$ cat src/rtl/dmem_access_ctrl_pkg.sv
// Shared types for the data-memory access controller.
//   size_e  : access size encoding (byte / half / word)
//   state_e : sequencer state encoding
//   size_decode : one-hot-ish size flags to size_e, word > half > byte, none = word
//   is_aligned  : natural-alignment check for a size at a byte offset
package dmem_access_ctrl_pkg;

   typedef enum logic [1:0] {
      SZ_BYTE = 2'd0,
      SZ_HALF = 2'd1,
      SZ_WORD = 2'd2
   } size_e;

   typedef enum logic [1:0] {
      ST_IDLE = 2'd0,
      ST_REQ  = 2'd1,
      ST_DONE = 2'd2
   } state_e;

   function automatic size_e size_decode(input logic b, input logic h, input logic w);
      size_e sz;
      if (w)      sz = SZ_WORD;
      else if (h) sz = SZ_HALF;
      else if (b) sz = SZ_BYTE;
      else        sz = SZ_WORD;
      return sz;
   endfunction

   function automatic logic is_aligned(input size_e sz, input logic [1:0] ofs);
      logic ok;
      case (sz)
         SZ_BYTE: ok = 1'b1;
         SZ_HALF: ok = ~ofs[0];
         default: ok = (ofs == 2'b00);
      endcase
      return ok;
   endfunction

endpackage

$ cat src/rtl/dmem_lane_align.sv
// Byte-lane alignment for a 32-bit little-endian data-memory port.
//   i_size   : access size
//   i_lane   : byte offset within the word (addr[1:0])
//   i_signed : sign-extend the read result
//   i_wdata  : right-aligned store data
//   i_rdata  : raw word read from memory
//   o_be     : byte enables for the access
//   o_wdata  : store data replicated across all lanes
//   o_rdata  : selected lane, extended to 32 bits
module dmem_lane_align
   import dmem_access_ctrl_pkg::*;
(
   input  size_e       i_size,
   input  logic [1:0]  i_lane,
   input  logic        i_signed,
   input  logic [31:0] i_wdata,
   input  logic [31:0] i_rdata,
   output logic [3:0]  o_be,
   output logic [31:0] o_wdata,
   output logic [31:0] o_rdata
);

   logic [7:0]  byte_sel;
   logic [15:0] half_sel;

   always_comb begin
      byte_sel = i_rdata[{i_lane, 3'b000} +: 8];
      half_sel = i_lane[1] ? i_rdata[31:16] : i_rdata[15:0];
      o_be     = 4'b1111;
      o_wdata  = i_wdata;
      o_rdata  = i_rdata;
      case (i_size)
         SZ_BYTE: begin
            o_be    = 4'b0001 << i_lane;
            o_wdata = {4{i_wdata[7:0]}};
            o_rdata = {{24{i_signed & byte_sel[7]}}, byte_sel};
         end
         SZ_HALF: begin
            o_be    = i_lane[1] ? 4'b1100 : 4'b0011;
            o_wdata = {2{i_wdata[15:0]}};
            o_rdata = {{16{i_signed & half_sel[15]}}, half_sel};
         end
         default: ;
      endcase
   end

endmodule

$ cat src/rtl/dmem_access_ctrl.sv
// Memory-stage sequencer for data-memory loads and stores.
//
// state   | meaning
// --------+---------------------------------------------------------------
// ST_IDLE | waiting for a load/store; aligned access latched, misaligned flagged
// ST_REQ  | o_dm_req held with stable latched address/data until ack or timeout
// ST_DONE | one cycle: pipeline released, load data / bus error presented
//
// Ports:
//   i_clk, i_rst            : clock, async active-high reset
//   i_mem_rd, i_mem_wr      : load / store in MEM stage (read wins if both)
//   i_*byte_rd, i_signed_mem_rd : load size and sign flags
//   i_*byte_wr              : store size flags
//   i_addr, i_wdata         : effective address, right-aligned store data
//   i_dm_ack, i_dm_rdata    : memory completion and read word
//   o_dm_*                  : memory request port (word address, lane enables)
//   o_stall                 : hold upstream pipeline registers
//   o_rdata, o_rdata_vld    : extended load result and its one-cycle valid
//   o_misaligned, o_bus_err : one-cycle error pulses
module dmem_access_ctrl
   import dmem_access_ctrl_pkg::*;
#(
   parameter int unsigned TIMEOUT = 16,
   parameter int unsigned CNT_W   = 5
) (
   input  logic        i_clk,
   input  logic        i_rst,
   input  logic        i_mem_rd,
   input  logic        i_mem_wr,
   input  logic        i_byte_rd,
   input  logic        i_2byte_rd,
   input  logic        i_4byte_rd,
   input  logic        i_signed_mem_rd,
   input  logic        i_byte_wr,
   input  logic        i_2byte_wr,
   input  logic        i_4byte_wr,
   input  logic [31:0] i_addr,
   input  logic [31:0] i_wdata,
   input  logic        i_dm_ack,
   input  logic [31:0] i_dm_rdata,
   output logic        o_dm_req,
   output logic        o_dm_we,
   output logic [3:0]  o_dm_be,
   output logic [31:0] o_dm_addr,
   output logic [31:0] o_dm_wdata,
   output logic        o_stall,
   output logic [31:0] o_rdata,
   output logic        o_rdata_vld,
   output logic        o_misaligned,
   output logic        o_bus_err
);

   localparam bit              TO_EN    = (TIMEOUT != 0);
   localparam logic [CNT_W-1:0] CNT_LAST = TO_EN ? CNT_W'(TIMEOUT - 1) : '0;

   state_e            state_q, state_d;
   logic [CNT_W-1:0]  cnt_q, cnt_d;
   logic [29:0]       addr_q, addr_d;
   logic [3:0]        be_q, be_d;
   logic [31:0]       wdata_q, wdata_d;
   logic              we_q, we_d;
   size_e             size_q, size_d;
   logic              sgn_q, sgn_d;
   logic [1:0]        lane_q, lane_d;
   logic [31:0]       rdata_q, rdata_d;
   logic              req_q, req_d;
   logic              vld_q, vld_d;
   logic              bus_err_q, bus_err_d;

   logic              valid;
   logic              aligned;
   logic              idle_go;
   size_e             in_size;
   size_e             al_size;
   logic [1:0]        al_lane;
   logic [3:0]        al_be;
   logic [31:0]       al_wdata;
   logic [31:0]       al_rdata;

   always_comb begin
      valid   = i_mem_rd | i_mem_wr;
      in_size = i_mem_rd ? size_decode(i_byte_rd, i_2byte_rd, i_4byte_rd)
                         : size_decode(i_byte_wr, i_2byte_wr, i_4byte_wr);
      aligned = is_aligned(in_size, i_addr[1:0]);
      idle_go = (state_q == ST_IDLE) & valid & aligned;
      // One aligner serves both directions: live inputs in IDLE for the
      // write lanes, latched size/lane in REQ for read shaping.
      al_size = (state_q == ST_IDLE) ? in_size : size_q;
      al_lane = (state_q == ST_IDLE) ? i_addr[1:0] : lane_q;
   end

   dmem_lane_align u_align (
      .i_size   (al_size),
      .i_lane   (al_lane),
      .i_signed (sgn_q),
      .i_wdata  (i_wdata),
      .i_rdata  (i_dm_rdata),
      .o_be     (al_be),
      .o_wdata  (al_wdata),
      .o_rdata  (al_rdata)
   );

   always_comb begin
      state_d   = state_q;
      cnt_d     = cnt_q;
      addr_d    = addr_q;
      be_d      = be_q;
      wdata_d   = wdata_q;
      we_d      = we_q;
      size_d    = size_q;
      sgn_d     = sgn_q;
      lane_d    = lane_q;
      rdata_d   = rdata_q;
      req_d     = req_q;
      vld_d     = 1'b0;
      bus_err_d = 1'b0;
      case (state_q)
         ST_IDLE: begin
            if (idle_go) begin
               addr_d  = i_addr[31:2];
               be_d    = al_be;
               wdata_d = al_wdata;
               we_d    = ~i_mem_rd;
               size_d  = in_size;
               sgn_d   = i_signed_mem_rd;
               lane_d  = i_addr[1:0];
               cnt_d   = '0;
               req_d   = 1'b1;
               state_d = ST_REQ;
            end
         end
         ST_REQ: begin
            if (i_dm_ack) begin
               if (!we_q) rdata_d = al_rdata;
               vld_d   = ~we_q;
               req_d   = 1'b0;
               state_d = ST_DONE;
            end else if (TO_EN && (cnt_q == CNT_LAST)) begin
               rdata_d   = '0;
               bus_err_d = 1'b1;
               req_d     = 1'b0;
               state_d   = ST_DONE;
            end else begin
               cnt_d = cnt_q + 1'b1;
            end
         end
         ST_DONE: begin
            cnt_d   = '0;
            state_d = ST_IDLE;
         end
         default: begin
            req_d   = 1'b0;
            state_d = ST_IDLE;
         end
      endcase
   end

   always_ff @(posedge i_clk or posedge i_rst) begin
      if (i_rst) begin
         state_q   <= ST_IDLE;
         cnt_q     <= '0;
         addr_q    <= '0;
         be_q      <= '0;
         wdata_q   <= '0;
         we_q      <= 1'b0;
         size_q    <= SZ_BYTE;
         sgn_q     <= 1'b0;
         lane_q    <= '0;
         rdata_q   <= '0;
         req_q     <= 1'b0;
         vld_q     <= 1'b0;
         bus_err_q <= 1'b0;
      end else begin
         state_q   <= state_d;
         cnt_q     <= cnt_d;
         addr_q    <= addr_d;
         be_q      <= be_d;
         wdata_q   <= wdata_d;
         we_q      <= we_d;
         size_q    <= size_d;
         sgn_q     <= sgn_d;
         lane_q    <= lane_d;
         rdata_q   <= rdata_d;
         req_q     <= req_d;
         vld_q     <= vld_d;
         bus_err_q <= bus_err_d;
      end
   end

   // Stall and misalignment look at live inputs in IDLE; reset gates them so
   // they fall together with the abandoned request.
   assign o_stall      = ~i_rst & (idle_go | (state_q == ST_REQ));
   assign o_misaligned = ~i_rst & (state_q == ST_IDLE) & valid & ~aligned;

   assign o_dm_req    = req_q;
   assign o_dm_we     = we_q;
   assign o_dm_be     = be_q;
   assign o_dm_addr   = {addr_q, 2'b00};
   assign o_dm_wdata  = wdata_q;
   assign o_rdata     = rdata_q;
   assign o_rdata_vld = vld_q;
   assign o_bus_err   = bus_err_q;

endmodule

$ cat config.mk
export PLATFORM = sky130hd
export DESIGN_NAME = dmem_access_ctrl
export DESIGN_NICKNAME = d
export VERILOG_FILES = /design/src/rtl/dmem_access_ctrl_pkg.sv /design/src/rtl/dmem_lane_align.sv /design/src/rtl/dmem_access_ctrl.sv
export SDC_FILE = /design/constraint.sdc
export NUM_CORES = 1
export LEC_CHECK = 0
export ABC_AREA = 1
export CAP_MARGIN = 0
export CORE_MARGIN = 2
export CORE_UTILIZATION = 40
export DETAILED_ROUTE_END_ITERATION = 7
export MAX_ROUTING_LAYER = met4
export PLACE_DENSITY_LB_ADDON = 0.25
export SETUP_SLACK_MARGIN = 0.4
export SYNTH_ARGS = -nofsm -noshare
export SYNTH_HDL_FRONTEND = slang
export SYNTH_SLANG_ARGS = --single-unit
$ cat constraint.sdc
create_clock -name i_clk -period 10.1 [get_ports i_clk]
set_input_delay 2.02 -clock i_clk [delete_from_list [all_inputs] [get_ports i_clk]]
set_output_delay 2.02 -clock i_clk [all_outputs]
set_load 0.02 [all_outputs]
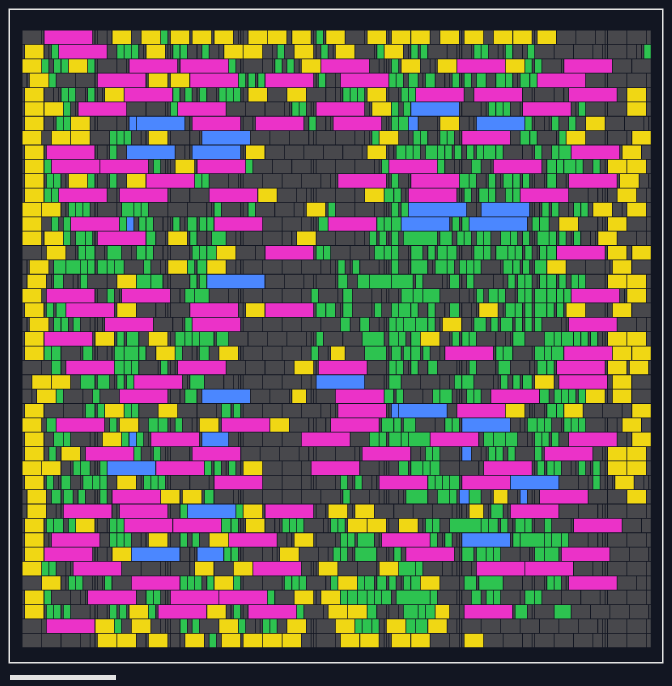
*Placement by cell class, run 1*
The bar under the picture is 20 um long. Fill, decap, tap and diode cells in grey.
legend:
  yellow:
    class: other buffers and delay cells
    cells: 216
  blue:
    class: clock drivers and dummy loads
    cells: 30
  green:
    class: all other logic
    cells: 598
  magenta:
    class: flip-flops
    cells: 114
Placeable Area: 13930 um^2
Final Cell Area: 8476 um^2
row count: 43

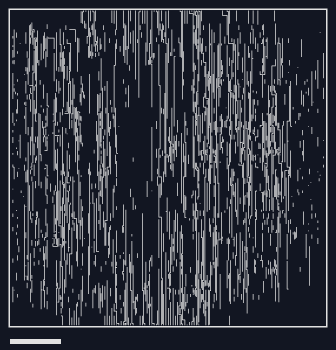
*Met2 routing, run 1*
The bar under the picture is 20 um long.
longest straight run: 48.3 um
nets with wire on the layer: 820
share of all routed wire: 47%
main direction: vertical
total number of vias: 5437
wirelength, routed: 16280 um
met2 GRT Util: 0.3537

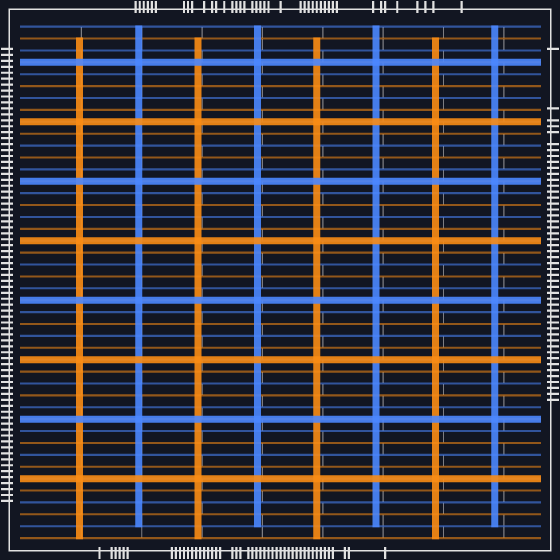
*Supply network, run 1*
Pins as bars on the die edge. Tap cells in grey.
legend:
  orange:
    net: VSS
  blue:
    net: VDD
rows: 43
met1 rails: 44
met5 straps: 8
tap cells: 180
met4 straps: 8
Peak VDD IR: 0.1781 mV
die width: 123.5 um
die outline height: 123.5 um

==> flow_metrics.py, run 1 <==
# Auto-generated metrics
metrics = {
    "grt": {
        "grt_pass1_wl_um": 25960,
        "gr-usage-met3": 0.07149,
        "grt_use_met1": 0.2848,
        "antenna_found_initial": 0,
        "grt_max_degree": 71,
        "grt_overflow": 0,
        "top_usage_layer": "met2",
        "grt_pass1_vias": 5163,
        "grtUsageTotal": 0.2286,
    },
    "clock_tree": {
        "ctsHoldBuffers": 0,
        "root_buffer": "clkbuf_16",
        "cts_resized": 0,
        "cts_tree": "done",
        "numCtsBuffers": 17,
        "clock_sinks": 114,
        "clock_latency_ps": 410,
        "cts_setup_buffers": 0,
        "clk_path_buf_depth": 2,
        "htree_num_levels": 4,
        "clk_pin_slew_ps": 50,
    },
    "logic_synthesis": {
        "synth-main-ff-cell": "dfrtp_1",
        "simple_gate_share": 0.3381,
        "edf_count": 0,
        "synthArstFlopShare": 1.000,
        "ys_sh_aoi": 0.08085,
        "synthAdderAreaFrac": 0.004382,
        "yosys_area_um2": 5710,
        "xor_area_frac": 0.001534,
        "top_cell_area_share": 0.4996,
        "top_area_cell": "dfrtp_1",
        "syn_inst": 745,
        "ys.warnings.count": 0,
        "ys_ff": 114,
        "synth.avg_cell_area_um2": 7.665,
        "ys_cells": 745,
        "mux_area_frac": 0,
        "synthDistinctLibCells": 33,
        "top_cell": "nand2_1",
        "top_logic_kind": "simple AND/OR/NAND/NOR gates",
        "ys_seq_frac": 0.4996,
        "syn-cell-area_um2": 5710,
        "common_cells": "339 x nand2_1, 114 x dfrtp_1, 51 x inv_1, 51 x o21ai_0, 35 x nand3_1",
        "area_leaders": "dfrtp_1 50%, nand2_1 22%, o21ai_0 4.5%",
    },
    "route": {
        "top_layer": "met4",
        "via_per_inst": 4.778,
        "wl_met2_um": 7714,
        "wl_met3_um": 1328,
        "drtIter0Drc": 372,
        "wl_met1_um": 6973,
        "wire_per_inst_um": 14.31,
        "ant_nets": 0,
        "firstDrtPassIters": 4,
        "route.detailed.drc": 0,
    },
    "finish": {
        "utilization": 0.6082,
        "n_antenna_cell": 0,
        "comb_share": 0.2882,
        "layout-drive-gt1-share": 0.08559,
        "clkCellAreaFrac": 0.06805,
        "stdcell_count": 1138,
        "layout_top_cell": "nand2_1",
        "mostFrequentLayoutCells": "339 x nand2_1, 211 x clkdlybuf4s50_1, 114 x dfrtp_1",
        "clkbuf_count": 24,
        "comb_cells": 539,
        "final_nets": 1057,
        "bufAreaShareNonClock": 0.2536,
        "buffers": 216,
        "logic_area_um2": 2442,
        "area.share.sequential": 0.3366,
        "dominant_cells": "registers",
        "inverters": 59,
        "seq_area_um2": 2853,
        "nFillCells": 1258,
        "seq_cells": 114,
        "area_growth_pct": 48.42,
    },
    "setup_path": {
        "cpMostUsedCell": "clkdlybuf4s50_1",
        "critPathArrivalTime_ps": 3830,
        "cp.depth": 8,
        "worstPathRequired_ps": 8080,
        "critPathBufInv": 2,
        "crit_slowest_cell": "clkdlybuf4s50_1",
        "cp_max_fo": 3,
        "reg2regPathDepth": 8,
        "r2r-end": "o_dm_wdata[31]",
        "cp_top_family": "buffers and inverters",
        "max_stage_delay_ps": 620,
        "crit_path_cell_trace": "clkdlybuf4s50_1 > nor2_1 > o21ai_0 > nand2_1 > o21ai_2 > nand3_4 > a21oi_1 > clkdlybuf4s50_1",
        "r2r_slack_ps": 7730,
        "worstSetupEndpointType": "primary output",
        "regToRegStartpoint": "state_q[1]",
        "start_kind": "primary input",
        "crit_type": "in -> out",
        "crit_path_end": "o_stall",
        "cp-startpoint": "i_2byte_rd",
    },
    "floorplan": {
        "chip_area_um2": 15250,
        "tap_cells": 180,
        "fp_util": 0.4098,
        "ios": 214,
    },
    "place": {
        "numPortBuffers": 211,
        "dpl_cell_area_um2": 7899,
        "dpl.hpwl_um": 11430,
        "place_congestion": 0.8439,
        "pre_cts_ws_ps": 4248,
        "dp_cells": 1108,
    },
    "sta": {
        "tns_ps": 0,
        "setup_viol": 0,
        "setup_slack_ps": 4247,
        "rsz0062_at_grt": "false",
        "worst_pin_slew_ps": 736.5,
        "hold_violations": 0,
        "finalCritPeriodShare": 0.5795,
        "holdWs_ps": 471.9,
        "clock.fmax_mhz": 170.8,
        "drv_slew": 0,
        "relSlewSlack": 0.5090,
        "skew_ps": 9.980,
        "fin_crit_ps": 5853,
    },
    "hold_path": {
        "holdCritPathClass": "reg -> reg",
    },
    "run": {
        "cap_viol_max_count": 0,
        "openroad.warnings": 26,
    },
    "power": {
        "leakage_nw": 4.217,
        "power_density_nw_per_um2": 332.0,
        "p_total_mw": 2.814,
    },
    "outcome": {
        "status": "complete, no violations",
    },
}
## run 1: power breakdown
part           total, mW  leakage, nW  internal, mW  switching (mW)
clock network      0.591        0.284         0.396           0.195
logic               1.43         2.52         0.586           0.848
registers          0.789         1.41         0.667           0.122
total               2.81         4.22          1.65            1.16
## run 1: worst min path at each step
| stage | start | endpoint | cells after the start |
|---|---|---|---|
| 6_report | o_dm_wdata[26] | o_dm_wdata[26] | 2 |
| 5_1_grt | o_rdata[21] | o_rdata[21] | 2 |
| 4_1_cts | o_rdata[21] | o_rdata[21] | 2 |
| 3_5_place_dp | addr_q[21] | addr_q[21] | 2 |
| 3_3_place_gp | o_dm_wdata[0] | o_dm_wdata[0] | 2 |
| 2_1_floorplan | size_q[1] | size_q[1] | 2 |
### Placed standard cells, run 1

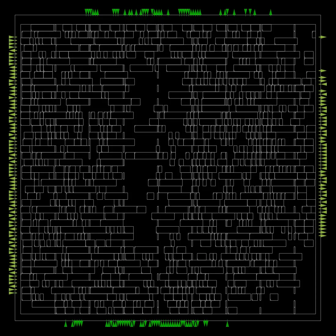

==> run 2, diff against run 1 <==
- clock period: 10.1 -> 5.59 ns (I/O delays scaled with it)
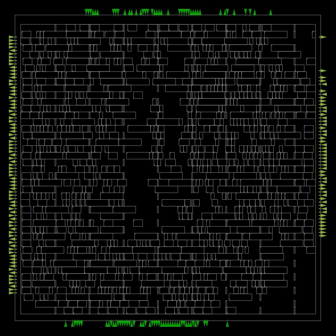
*Placed standard cells, run 2*
flop count: 114
Cell Count, Final, Fillers Out: 1139

==> run 2 against run 1 <==
Effect of this change: register-to-register slack got worse by 5000 ps; critical endpoint is now o_misaligned; synthesized area did not move; routed wire length rose by 0.76%; core utilization fell by 0.25 points; largest power group unchanged; via count rose by 0.31%; highest routed layer unchanged; first-iteration DRC count fell by 5.4%.
==> flow_metrics.py, run 2 <==
# Auto-generated metrics
metrics = {
    "setup_path": {
        "critPathBufInv": 3,
        "worstPathRequired_ps": 4470,
        "r2r-end": "o_dm_wdata[18]",
        "cpMostUsedCell": "clkdlybuf4s50_1",
        "critPathArrivalTime_ps": 2920,
        "worstSetupEndpointType": "primary output",
        "cp_max_fo": 5,
        "crit_type": "in -> out",
        "r2r_slack_ps": 2740,
        "cp_top_family": "buffers and inverters",
        "start_kind": "primary input",
        "reg2regPathDepth": 9,
    },
    "finish": {
        "final_area_um2": 8441,
        "area_growth_pct": 47.81,
        "buffers": 216,
        "clkCellAreaFrac": 0.06419,
        "area.share.sequential": 0.3380,
        "comb_share": 0.2894,
        "mostFrequentLayoutCells": "339 x nand2_1, 211 x clkdlybuf4s50_1, 114 x dfrtp_1",
        "clkbuf_count": 26,
        "layout-drive-gt1-share": 0.08551,
        "nFillCells": 1275,
        "inverters": 59,
        "dominant_cells": "registers",
        "seq_area_um2": 2853,
        "final_nets": 1057,
        "layout_top_cell": "nand2_1",
        "utilization": 0.6057,
    },
    "logic_synthesis": {
        "edf_count": 0,
        "ys_cells": 745,
        "ys_sh_aoi": 0.08085,
        "synthAdderAreaFrac": 0.004382,
        "ys_seq_frac": 0.4996,
        "synth.avg_cell_area_um2": 7.665,
        "simple_gate_share": 0.3381,
        "xor_area_frac": 0.001534,
        "mux_area_frac": 0,
        "synthDistinctLibCells": 33,
        "common_cells": "339 x nand2_1, 114 x dfrtp_1, 51 x inv_1, 51 x o21ai_0, 35 x nand3_1",
        "synth-main-ff-cell": "dfrtp_1",
        "top_logic_kind": "simple AND/OR/NAND/NOR gates",
        "top_cell_area_share": 0.4996,
        "syn_inst": 745,
        "top_area_cell": "dfrtp_1",
        "synthArstFlopShare": 1.000,
        "ys_ff": 114,
        "syn-cell-area_um2": 5710,
    },
    "sta": {
        "setup_viol": 0,
        "skew_ps": 9.271,
        "rsz0062_at_grt": "false",
        "finalCritPeriodShare": 0.7218,
        "tns_ps": 0,
        "relSlewSlack": 0.3779,
        "fin_crit_ps": 4035,
        "worst_pin_slew_ps": 933.2,
        "holdWs_ps": 473.7,
        "clock.fmax_mhz": 247.9,
        "drv_slew": 0,
    },
    "clock_tree": {
        "cts_tree": "done",
        "clock_sinks": 114,
        "numCtsBuffers": 17,
        "root_buffer": "clkbuf_16",
        "ctsHoldBuffers": 0,
        "clock_latency_ps": 420,
        "clk_pin_slew_ps": 50,
        "clk_path_buf_depth": 2,
    },
    "run": {
        "openroad.warnings": 26,
    },
    "floorplan": {
        "ios": 214,
        "num_rows": 43,
        "core_area_um2": 13930,
        "fp_util": 0.4098,
        "die_h_um": 123.5,
        "chip_area_um2": 15250,
        "die_w_um": 123.5,
        "tap_cells": 180,
    },
    "power": {
        "pwr-share-clk": 0.199,
        "ir_drop_mv": 0.2886,
        "leakage_nw": 4.197,
        "switchingPower_mw": 2.115,
        "seq_power_share": 0.285,
        "internal_power_mw": 2.907,
        "power_density_nw_per_um2": 595.0,
    },
    "grt": {
        "antenna_found_initial": 0,
        "grt_pass1_vias": 5185,
        "grtUsageTotal": 0.2302,
        "gr-usage-met3": 0.07196,
        "grt_use_met1": 0.2878,
        "grt_max_degree": 74,
        "top_usage_layer": "met2",
        "grt_overflow": 0,
        "grt_pass1_wl_um": 25990,
    },
    "hold_path": {
        "worstHoldPathCells": 2,
        "worstHoldStart": "o_rdata[27]",
        "holdCritPathClass": "reg -> reg",
    },
    "route": {
        "route.detailed.drc": 0,
        "wl_met2_um": 7582,
        "wl_met1_um": 6948,
        "wire_per_inst_um": 14.40,
        "ant_nets": 0,
        "firstDrtPassIters": 5,
        "drtIter0Drc": 352,
        "drt-total-wl_um": 16410,
        "num_vias": 5454,
    },
    "place": {
        "place_congestion": 0.8472,
        "numPortBuffers": 211,
        "dp_cells": 1108,
    },
    "outcome": {
        "status": "complete, no violations",
    },
}
## run 2: power groups by stage
stage	logic [mW]	clock network, mW	registers [mW]
after global placement	2.58	0	1.43
after detailed placement	2.61	0	1.42
final	2.60	0.997	1.43
after global routing	2.85	1.06	1.47
after CTS	2.62	1.02	1.43
after floorplan	1.15	0	1.84
## run 2: worst max-delay path by stage
| stage | start | cells after the start | slack [ps] | endpoint |
|---|---|---|---|---|
| global route | i_mem_rd | 6 | 1410 | o_misaligned |
| detailed placement | i_mem_rd | 6 | 1540 | o_misaligned |
| global placement | i_mem_rd | 6 | 1560 | o_misaligned |
| finish | i_mem_rd | 6 | 1560 | o_misaligned |
| CTS | i_mem_rd | 6 | 1550 | o_misaligned |
| floorplan | i_rst | 1 | 1460 | addr_q[0] |
No activity file was given, so power comes from the tool's default toggle rates.
